==> config.mk <==
export PLATFORM = sky130hd
export DESIGN_NAME = mem_port_arbiter
export DESIGN_NICKNAME = d
export VERILOG_FILES = /design/src/rtl/mem_arb_pkg.sv /design/src/rtl/arb_rr_pick.sv /design/src/rtl/mem_port_arbiter.sv
export SDC_FILE = /design/constraint.sdc
export NUM_CORES = 1
export LEC_CHECK = 0
export ABC_AREA = 1
export CAP_MARGIN = 20
export CORE_ASPECT_RATIO = 0.75
export CORE_MARGIN = 2
export CORE_UTILIZATION = 27
export DETAILED_ROUTE_END_ITERATION = 7
export PLACE_DENSITY = 0.95
export SLEW_MARGIN = 40
export SYNTH_ARGS = -nofsm -noshare
export SYNTH_HDL_FRONTEND = slang
export SYNTH_SLANG_ARGS = --single-unit
==> constraint.sdc <==
create_clock -name clk -period 2.2 [get_ports clk]
set_input_delay 0.44 -clock clk [delete_from_list [all_inputs] [get_ports clk]]
set_output_delay 0.44 -clock clk [all_outputs]
set_load 0.02 [all_outputs]
==> src/rtl/mem_arb_pkg.sv <==
// Shared types and constants for the memory port arbiter.
// MEM_ARB_EXT_PORT_EN adds the external (loader/debug) requester as a third port.
package mem_arb_pkg;

    localparam int ADDR_W = 16;
    localparam int DATA_W = 16;

`ifdef MEM_ARB_EXT_PORT_EN
    localparam int NUM_REQ = 3;
    localparam int ID_W    = 2;

    typedef enum logic [1:0] {
        ID_IF  = 2'd0,
        ID_DAT = 2'd1,
        ID_EXT = 2'd2
    } req_id_t;

    // Pointer starts on the highest id so IF is searched first out of reset
    localparam req_id_t LAST_RST = ID_EXT;
`else
    localparam int NUM_REQ = 2;
    localparam int ID_W    = 1;

    typedef enum logic [0:0] {
        ID_IF  = 1'b0,
        ID_DAT = 1'b1
    } req_id_t;

    // Pointer starts on the highest id so IF is searched first out of reset
    localparam req_id_t LAST_RST = ID_DAT;
`endif

    typedef struct packed {
        logic    valid;
        req_id_t id;
    } tag_t;

endpackage

==> src/rtl/arb_rr_pick.sv <==
// Combinational round-robin picker: the search starts one past `last`
// and wraps; the first asserted request wins.
module arb_rr_pick #(
    parameter int N = 3,
    parameter int W = 2
) (
    input  logic [N-1:0] req,
    input  logic [W-1:0] last,
    output logic [N-1:0] gnt,
    output logic [W-1:0] id
);

    logic found;

    // Walk candidates in rotating order and latch onto the first requester
    always_comb begin
        gnt   = '0;
        id    = '0;
        found = 1'b0;
        for (int off = 1; off <= N; off++) begin
            for (int i = 0; i < N; i++) begin
                if (!found && req[i] && (i == ((int'(last) + off) % N))) begin
                    found  = 1'b1;
                    gnt[i] = 1'b1;
                    id     = W'(i);
                end
            end
        end
    end

endmodule

==> src/rtl/mem_port_arbiter.sv <==
// Shares the single memory port between fetch, data and (optionally) an
// external requester, and routes read data back with a fixed-latency tag pipe.
// MEM_ARB_EXT_PORT_EN enables the external requester ports.
module mem_port_arbiter
    import mem_arb_pkg::*;
#(
    parameter int READ_LAT = 1
) (
    input  logic              clk,
    input  logic              reset,
    input  logic              i_if_req,
    input  logic [ADDR_W-1:0] i_if_addr,
    input  logic              i_dat_req,
    input  logic [ADDR_W-1:0] i_dat_addr,
    input  logic              i_dat_wr,
    input  logic [DATA_W-1:0] i_dat_wrdata,
`ifdef MEM_ARB_EXT_PORT_EN
    input  logic              i_ext_req,
    input  logic [ADDR_W-1:0] i_ext_addr,
    input  logic              i_ext_wr,
    input  logic [DATA_W-1:0] i_ext_wrdata,
    output logic              o_ext_gnt,
    output logic              o_ext_rvalid,
`endif
    output logic              o_if_gnt,
    output logic              o_dat_gnt,
    output logic              o_if_rvalid,
    output logic              o_dat_rvalid,
    output logic [DATA_W-1:0] o_rdata,
    output logic [ADDR_W-1:0] o_mem_addr,
    output logic              o_mem_rd,
    output logic              o_mem_wr,
    output logic [DATA_W-1:0] o_mem_wrdata,
    input  logic [DATA_W-1:0] i_mem_rddata
);

    logic [NUM_REQ-1:0] req_vec;
    logic [NUM_REQ-1:0] gnt_vec;
    logic [ID_W-1:0]    pick_id;
    logic               any_gnt;
    logic               win_wr;
    req_id_t            win_id;
    req_id_t            last;
    tag_t               tag_q [READ_LAT];
    tag_t               tag_out;

    // Requests are masked while reset is low so no grant or strobe escapes
`ifdef MEM_ARB_EXT_PORT_EN
    assign req_vec = reset ? {i_ext_req, i_dat_req, i_if_req} : '0;
`else
    assign req_vec = reset ? {i_dat_req, i_if_req} : '0;
`endif

    arb_rr_pick #(
        .N (NUM_REQ),
        .W (ID_W)
    ) u_pick (
        .req  (req_vec),
        .last (last),
        .gnt  (gnt_vec),
        .id   (pick_id)
    );

    assign win_id    = req_id_t'(pick_id);
    assign any_gnt   = |gnt_vec;
    assign o_if_gnt  = gnt_vec[0];
    assign o_dat_gnt = gnt_vec[1];
`ifdef MEM_ARB_EXT_PORT_EN
    assign o_ext_gnt = gnt_vec[2];
`endif

    // Steer the winner's payload onto the memory port, zero when idle
    always_comb begin
        o_mem_addr   = '0;
        o_mem_wrdata = '0;
        win_wr       = 1'b0;
        if (any_gnt) begin
            case (win_id)
                ID_IF: begin
                    o_mem_addr = i_if_addr;
                end
                ID_DAT: begin
                    o_mem_addr   = i_dat_addr;
                    o_mem_wrdata = i_dat_wrdata;
                    win_wr       = i_dat_wr;
                end
`ifdef MEM_ARB_EXT_PORT_EN
                ID_EXT: begin
                    o_mem_addr   = i_ext_addr;
                    o_mem_wrdata = i_ext_wrdata;
                    win_wr       = i_ext_wr;
                end
`endif
                default: begin
                    o_mem_addr = '0;
                end
            endcase
        end
    end

    assign o_mem_rd = any_gnt & ~win_wr;
    assign o_mem_wr = any_gnt & win_wr;

    // Round-robin pointer only advances on cycles that actually grant
    always_ff @(posedge clk) begin
        if (!reset) begin
            last <= LAST_RST;
        end else if (any_gnt) begin
            last <= win_id;
        end
    end

    // Tag pipe mirrors the memory latency so returning data finds its owner
    always_ff @(posedge clk) begin
        if (!reset) begin
            for (int i = 0; i < READ_LAT; i++) begin
                tag_q[i] <= tag_t'{valid: 1'b0, id: ID_IF};
            end
        end else begin
            tag_q[0] <= tag_t'{valid: o_mem_rd, id: win_id};
            for (int i = 1; i < READ_LAT; i++) begin
                tag_q[i] <= tag_q[i-1];
            end
        end
    end

    assign tag_out      = tag_q[READ_LAT-1];
    assign o_if_rvalid  = tag_out.valid && (tag_out.id == ID_IF);
    assign o_dat_rvalid = tag_out.valid && (tag_out.id == ID_DAT);
`ifdef MEM_ARB_EXT_PORT_EN
    assign o_ext_rvalid = tag_out.valid && (tag_out.id == ID_EXT);
`endif
    assign o_rdata      = i_mem_rddata;

endmodule
**Run 1: signal wires on met1**

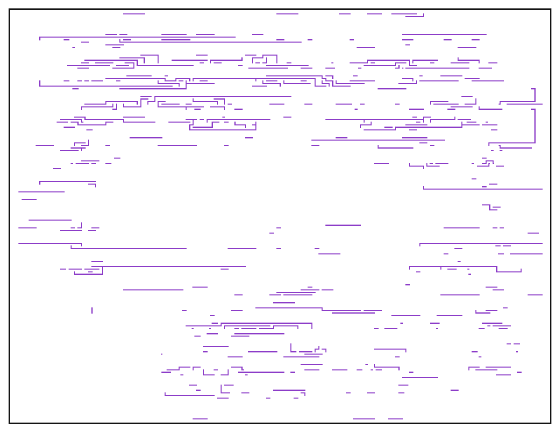
share of all routed wire	37%
wire length on this layer	1040 um
nets with wire on the layer	258

**Run 1: cell placement**

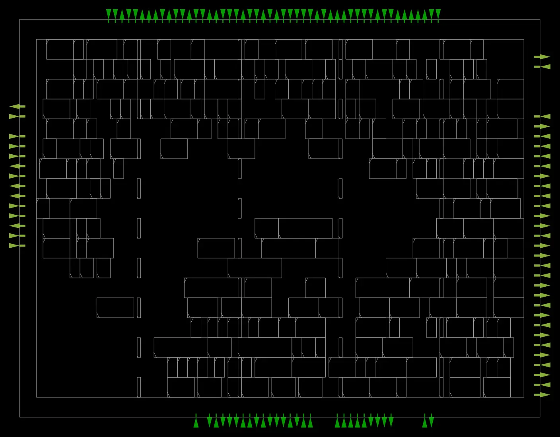
Util after Layout: 54.1%
Tap Cells: 40
CORE AREA: 3270 um2
Seq cells: 3

==> out/results.ini, run 1 <==
[flow_run]
cap_violations=0
warning_count=26

[hold_path]
hold_depth=2

[logic_synthesis]
synthXorXnorAreaFrac_pct=0
synth_adder_area_share_pct=0
top_cell_area_share_pct=16.0
edf_count=0
async_flop_share_pct=0
synthTopCellsByCount=inv_1 (39), nor2_1 (23), nand2_1 (20)

[cells_and_area]
instances_no_fill=277
layout_top_cells=clkdlybuf4s50_1 (51), inv_1 (39), nor2_1 (23), nand2_1 (20), clkdlybuf4s15_2 (19)
layout_top_cell=clkdlybuf4s50_1
bufAreaShareNonClock_pct=54.0
top_register=tag_q
logic_gate_count=93
nNetsFinal=307

[global_route]
grt.busiest_layer=met2
grt-ovfl-total=0
grt_max_degree=33
grt_util_met1_pct=13.0
grt_use_met3_pct=4.97

[timing]
slew_headroom_pct=84.8
worst_slack_ps=215
finalMaxSlewViolations=0

[critical_path]
r2r_start=last$_SDFFE_PN1P_
crit_path_frequent_cell=dlygate4sd2_1

[detailed_routing]
ant_nets=0
wl_per_cell_um=10.1
via_per_inst=4.25
drcViolationCount=0

[run_status]
status=finished clean

[power]
power_density_nw_per_um2=318

[clock_network]
ctsResizeCount=103
hold_buffers=0

[place]
dp_cells=273

**Run 1: gate-type map**

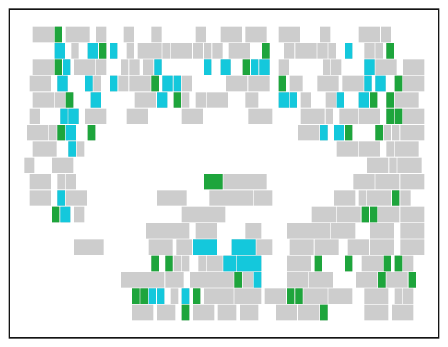
colour	family	cells	most used	where
green	inverters	40	inv_1	widely spread
cyan	NAND gates	40	nand2_1	widely spread

==> run 1 -> run 2 <==
- CAP_MARGIN: 20 -> unset
**Run 2: gate-type map**

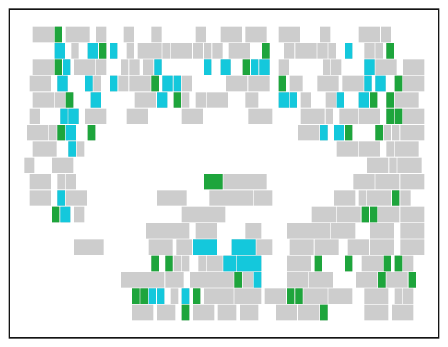
colour	family	cells	most used	where
green	inverters	40	inv_1	widely spread
cyan	NAND gates	40	nand2_1	widely spread

==> out/results.ini, run 2 <==
[clock_network]
hold_buffers=0
ctsResizeCount=103

[global_route]
grt_use_met3_pct=4.97
grt.busiest_layer=met2
grt_util_met1_pct=13.0

[timing]
slew_headroom_pct=84.8
worst_slack_ps=215

[cells_and_area]
fin_util_pct=54.1
instances_no_fill=277
ff_count=3
layout_top_cell=clkdlybuf4s50_1
top_register=tag_q
logic_gate_count=93

[detailed_routing]
wl_per_cell_um=10.1
drcViolationCount=0

[critical_path]
crit_path_frequent_cell=dlygate4sd2_1
r2r_start=last$_SDFFE_PN1P_

[logic_synthesis]
synth_adder_area_share_pct=0
synthTopCellsByCount=inv_1 (39), nor2_1 (23), nand2_1 (20)
top_cell_area_share_pct=16.0

[flow_run]
warning_count=26
cap_violations=0

[run_status]
status=finished clean

[place]
dp_cells=273

[power]
power_density_nw_per_um2=318

[floorplanning]
design.core.area_um2=3270
well_tap_count=40

